===== src/rtl/mcp_pkg.sv =====
// Shared definitions for the multi-cycle-path (MCP) CDC endpoints.
package mcp_pkg;

    typedef enum logic [1:0] {
        IDLE   = 2'd0,
        SETTLE = 2'd1,
        HOLD   = 2'd2
    } mcp_rx_state_e;

    // A single flop never gives a metastable level time to resolve.
    localparam int MCP_MIN_SYNC_STAGES = 2;

endpackage


===== src/rtl/mcp_bit_sync.sv =====
// Single-bit level synchronizer (flop chain). Shared by the receiver request
// path and the source-side acknowledge path.
module mcp_bit_sync
    import mcp_pkg::*;
#(
    parameter int SYNC_STAGES = 2
) (
    input  logic clk_dst,
    input  logic rst_dst,
    input  logic d,
    output logic q
);

    if (SYNC_STAGES < MCP_MIN_SYNC_STAGES) begin : g_stage_check
        $fatal(1, "mcp_bit_sync: SYNC_STAGES must be >= %0d", MCP_MIN_SYNC_STAGES);
    end

    logic [SYNC_STAGES-1:0] sync_p;

    // Shift the asynchronous level through the chain; the last flop is stable.
    always_ff @(posedge clk_dst or posedge rst_dst) begin
        if (rst_dst) begin
            sync_p <= '0;
        end else begin
            sync_p <= {sync_p[SYNC_STAGES-2:0], d};
        end
    end

    assign q = sync_p[SYNC_STAGES-1];

endmodule


===== src/rtl/mcp_ack_receiver.sv =====
// Destination endpoint of the MCP CDC protocol with toggle acknowledge.
// Only the request toggle is synchronized; the data bus is sampled a settle
// window after the request edge is seen, then offered on valid/ready and
// released back to the source with an acknowledge toggle.
// Optional feature: define MCP_RX_EARLY_ACK_EN to toggle the acknowledge at
// capture instead of at the consumer handshake.
module mcp_ack_receiver
    import mcp_pkg::*;
#(
    parameter int DATA_WIDTH    = 32,
    parameter int SYNC_STAGES   = 2,
    parameter int SETTLE_CYCLES = 1
) (
    input  logic                  clk_dst,
    input  logic                  rst_dst,
    input  logic                  req_tog_async,
    input  logic [DATA_WIDTH-1:0] data_async,
    output logic                  ack_tog,
    output logic [DATA_WIDTH-1:0] data_out,
    output logic                  data_valid,
    input  logic                  data_ready,
    output logic                  busy,
    output logic                  err_protocol
);

    if (SYNC_STAGES < MCP_MIN_SYNC_STAGES || SETTLE_CYCLES < 1) begin : g_param_check
        $fatal(1, "mcp_ack_receiver: need SYNC_STAGES >= %0d and SETTLE_CYCLES >= 1",
               MCP_MIN_SYNC_STAGES);
    end

`ifdef MCP_RX_EARLY_ACK_EN
    localparam bit EARLY_ACK = 1'b1;
`else
    localparam bit EARLY_ACK = 1'b0;
`endif

    localparam int             CNT_W       = $clog2(SETTLE_CYCLES + 1);
    localparam logic [CNT_W-1:0] SETTLE_LAST = CNT_W'(SETTLE_CYCLES - 1);

    mcp_rx_state_e    state;
    logic             req_sync;
    logic             req_seen;
    logic             req_pend;
    logic [CNT_W-1:0] settle_cnt;
    logic             req_in_flight;

    mcp_bit_sync #(
        .SYNC_STAGES (SYNC_STAGES)
    ) u_req_sync (
        .clk_dst (clk_dst),
        .rst_dst (rst_dst),
        .d       (req_tog_async),
        .q       (req_sync)
    );

    assign req_pend = (req_sync != req_seen);

    // A new request edge is only illegal while the source has not yet been
    // released; with early ack the source is already free once in HOLD.
    assign req_in_flight = (state == SETTLE) || ((state == HOLD) && !EARLY_ACK);

    assign busy = (state != IDLE);

    // Receive FSM: detect request, wait out the settle window, capture, hand off.
    always_ff @(posedge clk_dst or posedge rst_dst) begin
        if (rst_dst) begin
            state        <= IDLE;
            req_seen     <= 1'b0;
            settle_cnt   <= '0;
            data_out     <= '0;
            data_valid   <= 1'b0;
            ack_tog      <= 1'b0;
            err_protocol <= 1'b0;
        end else begin
            // Sticky: the extra edge is still served later from IDLE.
            if (req_pend && req_in_flight) begin
                err_protocol <= 1'b1;
            end

            case (state)
                IDLE: begin
                    if (req_pend) begin
                        req_seen   <= req_sync;
                        settle_cnt <= '0;
                        state      <= SETTLE;
                    end
                end

                SETTLE: begin
                    settle_cnt <= settle_cnt + 1'b1;
                    if (settle_cnt == SETTLE_LAST) begin
                        data_out   <= data_async;
                        data_valid <= 1'b1;
                        if (EARLY_ACK) begin
                            ack_tog <= ~ack_tog;
                        end
                        state <= HOLD;
                    end
                end

                HOLD: begin
                    if (data_valid && data_ready) begin
                        data_valid <= 1'b0;
                        if (!EARLY_ACK) begin
                            ack_tog <= ~ack_tog;
                        end
                        state <= IDLE;
                    end
                end

                default: begin
                    state <= IDLE;
                end
            endcase
        end
    end

endmodule


===== config.mk =====
export PLATFORM = sky130hd
export DESIGN_NAME = mcp_ack_receiver
export DESIGN_NICKNAME = d
export VERILOG_FILES = /design/src/rtl/mcp_pkg.sv /design/src/rtl/mcp_bit_sync.sv /design/src/rtl/mcp_ack_receiver.sv
export SDC_FILE = /design/constraint.sdc
export NUM_CORES = 1
export LEC_CHECK = 0
export CORE_UTILIZATION = 35
export CTS_BUF_LIST = sky130_fd_sc_hd__clkbuf_8
export DETAILED_ROUTE_END_ITERATION = 8
export GPL_TIMING_DRIVEN = 0
export PLACE_DENSITY = 0.68
export SYNTH_ARGS = -nofsm -noshare
export SYNTH_HDL_FRONTEND = slang
export SYNTH_SLANG_ARGS = --single-unit

===== constraint.sdc =====
create_clock -name clk_dst -period 1.76 [get_ports clk_dst]
set_input_delay 0.352 -clock clk_dst [delete_from_list [all_inputs] [get_ports clk_dst]]
set_output_delay 0.352 -clock clk_dst [all_outputs]
set_load 0.02 [all_outputs]

Figure 1. Placement view.
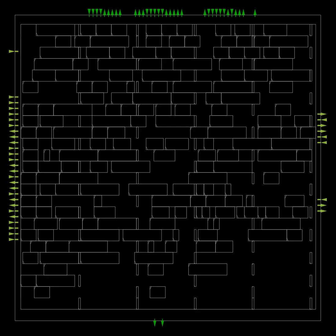
Seq cells: 41
non-filler cells in the finished layout: 251

Figure 2. M2 wires.
Cells faint in the background.
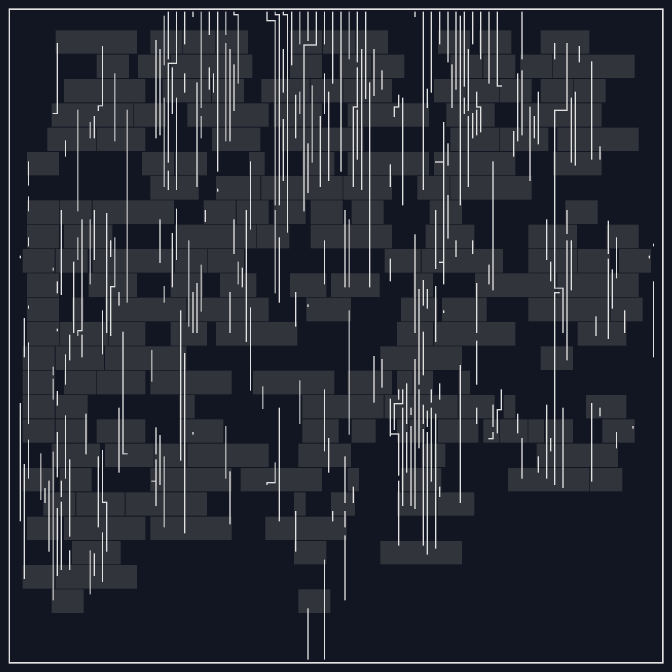
nets with wire on the layer: 202
main direction: vertical
final wirelength: 3490 um
M2 GR Usage: 22.7%

==> out/results.ini <==
[outcome]
status=complete, no violations

[pwr]
fin_total_pwr_w=0.00519
p_leak_nw=1.16
p_per_area_mw_per_mm2=1950
vdd_drop_max_mv=1.02

[logic_synthesis]
async_flop_share_pct=100
yosys_cells=105
ys.flops=41
top_cells_by_area=dfrtp_1 (58%), mux2_4 (25%), mux2_1 (3.8%)
ys_types=20
ys_seq_share_pct=58.2
syn_area_per_cell_sq_um=16.8
yosys_area_sq_mm=0.00176
adder_share_pct=2.84
synth_area_sq_mm=0.00176
synthTopLogicFamily=multiplexers
aoi_share_pct=3.41
synth_top_area_share_pct=58.2
largest_area_cell=dfrtp_1
fp_nets=145
xor_area_share_pct=1.42
edf_count=0
syn_inst=105
ff_type=dfrtp_1
yosysWarnings=0
synth-simple-area-share_pct=1.92
yosys-top-cells-count=dfrtp_1 (41), mux2_4 (29), mux2_1 (6), inv_1 (5)
ys_sh_mux_pct=28.6
top_cell=dfrtp_1

[floorplan]
fp_util_pct=36.8
dieWidth_um=72.9
die_area_sq_mm=0.00532
die_h_um=72.9
core_region_area_sq_mm=0.00479
io_pins=72
num_tap_cells=67
rows=25

[cells_and_area]
sh_comb_area_pct=25.8
num-fill-cells=399
clock_buffers=5
seq_area_sq_mm=0.00103
largest_reg_flops=32
final_common_cell=clkdlybuf4s50_1
nonClkBufAreaFrac_pct=28.5
regMostFlops=data_out
logic_gate_count=55
n_all_buffers=75
reg_top3=data_out x32, state x2, u_req_sync.sync_p x2
final_core_util_pct=55.5
sh_seq_area_pct=38.6
mostFrequentLayoutCells=clkdlybuf4s50_1 (69), dfrtp_1 (41), mux2_4 (29), mux2_1 (6), clkbuf_8 (5)
inverters=5
mi_logic_area_sq_um=684
stdcell_area_sq_mm=0.00266
largest_class=flip-flops and latches
layout.nets=223
clk_share_pct=3.25
drive_above_1_share_pct=26.1
n_antenna_cell=0
synthToLayoutAreaGrowth_pct=50.9

[timing]
fmax_mhz=600
grt_setup_unrepaired=false
fin_ws_ps=94.6
period_used_pct=94.6
min_period_ps=1670
relSlewSlack_pct=44.2
tns_ps=0
drv_slew=0
hold_slack_ps=355
worstMarginPinSlew_ps=835
fin_skew_ps=5.76
setup_viol=0
finalHoldViolCount=0

[min_path]
hold_class=flop to flop

[drt]
postRouteAntennaNets=0
wire_per_inst_um=13.9
met2WireLength_um=1710
initialDrtViolationCount=58
route.met3.wl_um=256
firstDrtPassIters=4
highest_layer=met4
num_vias=1096
drcViolationCount=0
via_per_inst=4.37
m1WireLength_um=1490

[placement]
place_area_sq_mm=0.00256
place_ws_ps=-12.3
port_buffers=71
gp_congestion=0.686
placed_cells=243
post-dp-hpwl_um=2530

[clock_network]
cts_max_level=2
clock-sinks=41
numCtsBuffers=5
holdBufCountCts=0
ctsResizeCount=3
clkTransAtPathRegs_ps=80
root_buffer=clkbuf_8
cts_tree=yes
post_cts_buffers=0
insertion_delay_ps=290
cts_buffer_depth=2

[grt]
track_usage_pct=14.5
busiest_layer=met2
antenna_found_initial=0
grt_max_degree=42
grt_pass1_wl_um=5720
grt_pass1_vias=1253
grt_use_met3_pct=5.80
grtUsageMet1_pct=17.9
grt.overflow.total=0

[run]
warnings=29
cap_violations=0

[worst_setup_path]
endpoint_kind=primary output
required_ps=1410
crit_buf_inv=3
slowest_stage=dfrtp_1
crit_fanout=6
arrival_ps=1310
critPathTopFamily=flip-flops
worstPathCellList=inv_2 -> ha_4 -> inv_1 -> clkdlybuf4s15_1
cp-start-kind=flop
cp_slowest_stage_delay_ps=430
critPathKind=flop to primary output
r2r_setup_slack_ps=140

Figure 3. Logic cells by family.
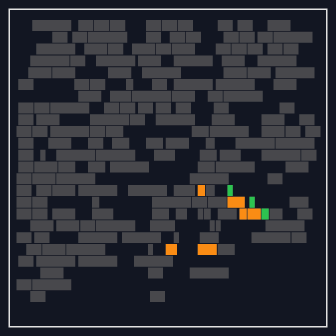
legend:
  nand cells:
    colour: green
    cells: 3
    most_used: nand2_1
  aoi and oai cells:
    colour: orange
    cells: 6
    most_used: a21oi_1

-- path summary, 6_finish.rpt --
kind,depth (start not counted),endpoint,from
worst max-delay path,4,busy,state[0]$_DFFE_PP0P_
worst min-delay path,0,u_req_sync.sync_p[1]$_DFF_PP0_,u_req_sync.sync_p[0]$_DFF_PP0_
worst max register to register,6,data_out[3]$_DFFE_PP0P_,state[1]$_DFFE_PP0P_
worst min register to register,0,u_req_sync.sync_p[1]$_DFF_PP0_,u_req_sync.sync_p[0]$_DFF_PP0_
max in group asynchronous,2,data_valid$_DFFE_PP0P_,rst_dst
min in group asynchronous,2,data_out[22]$_DFFE_PP0P_,rst_dst
-- power by group --
group / switching, W / internal [W]
Combinational: 0.00121 / 0.00170
Sequential: 0.000287 / 0.00140
Clock: 0.000322 / 0.000274
No activity file was given, so power comes from the tool's default toggle rates.
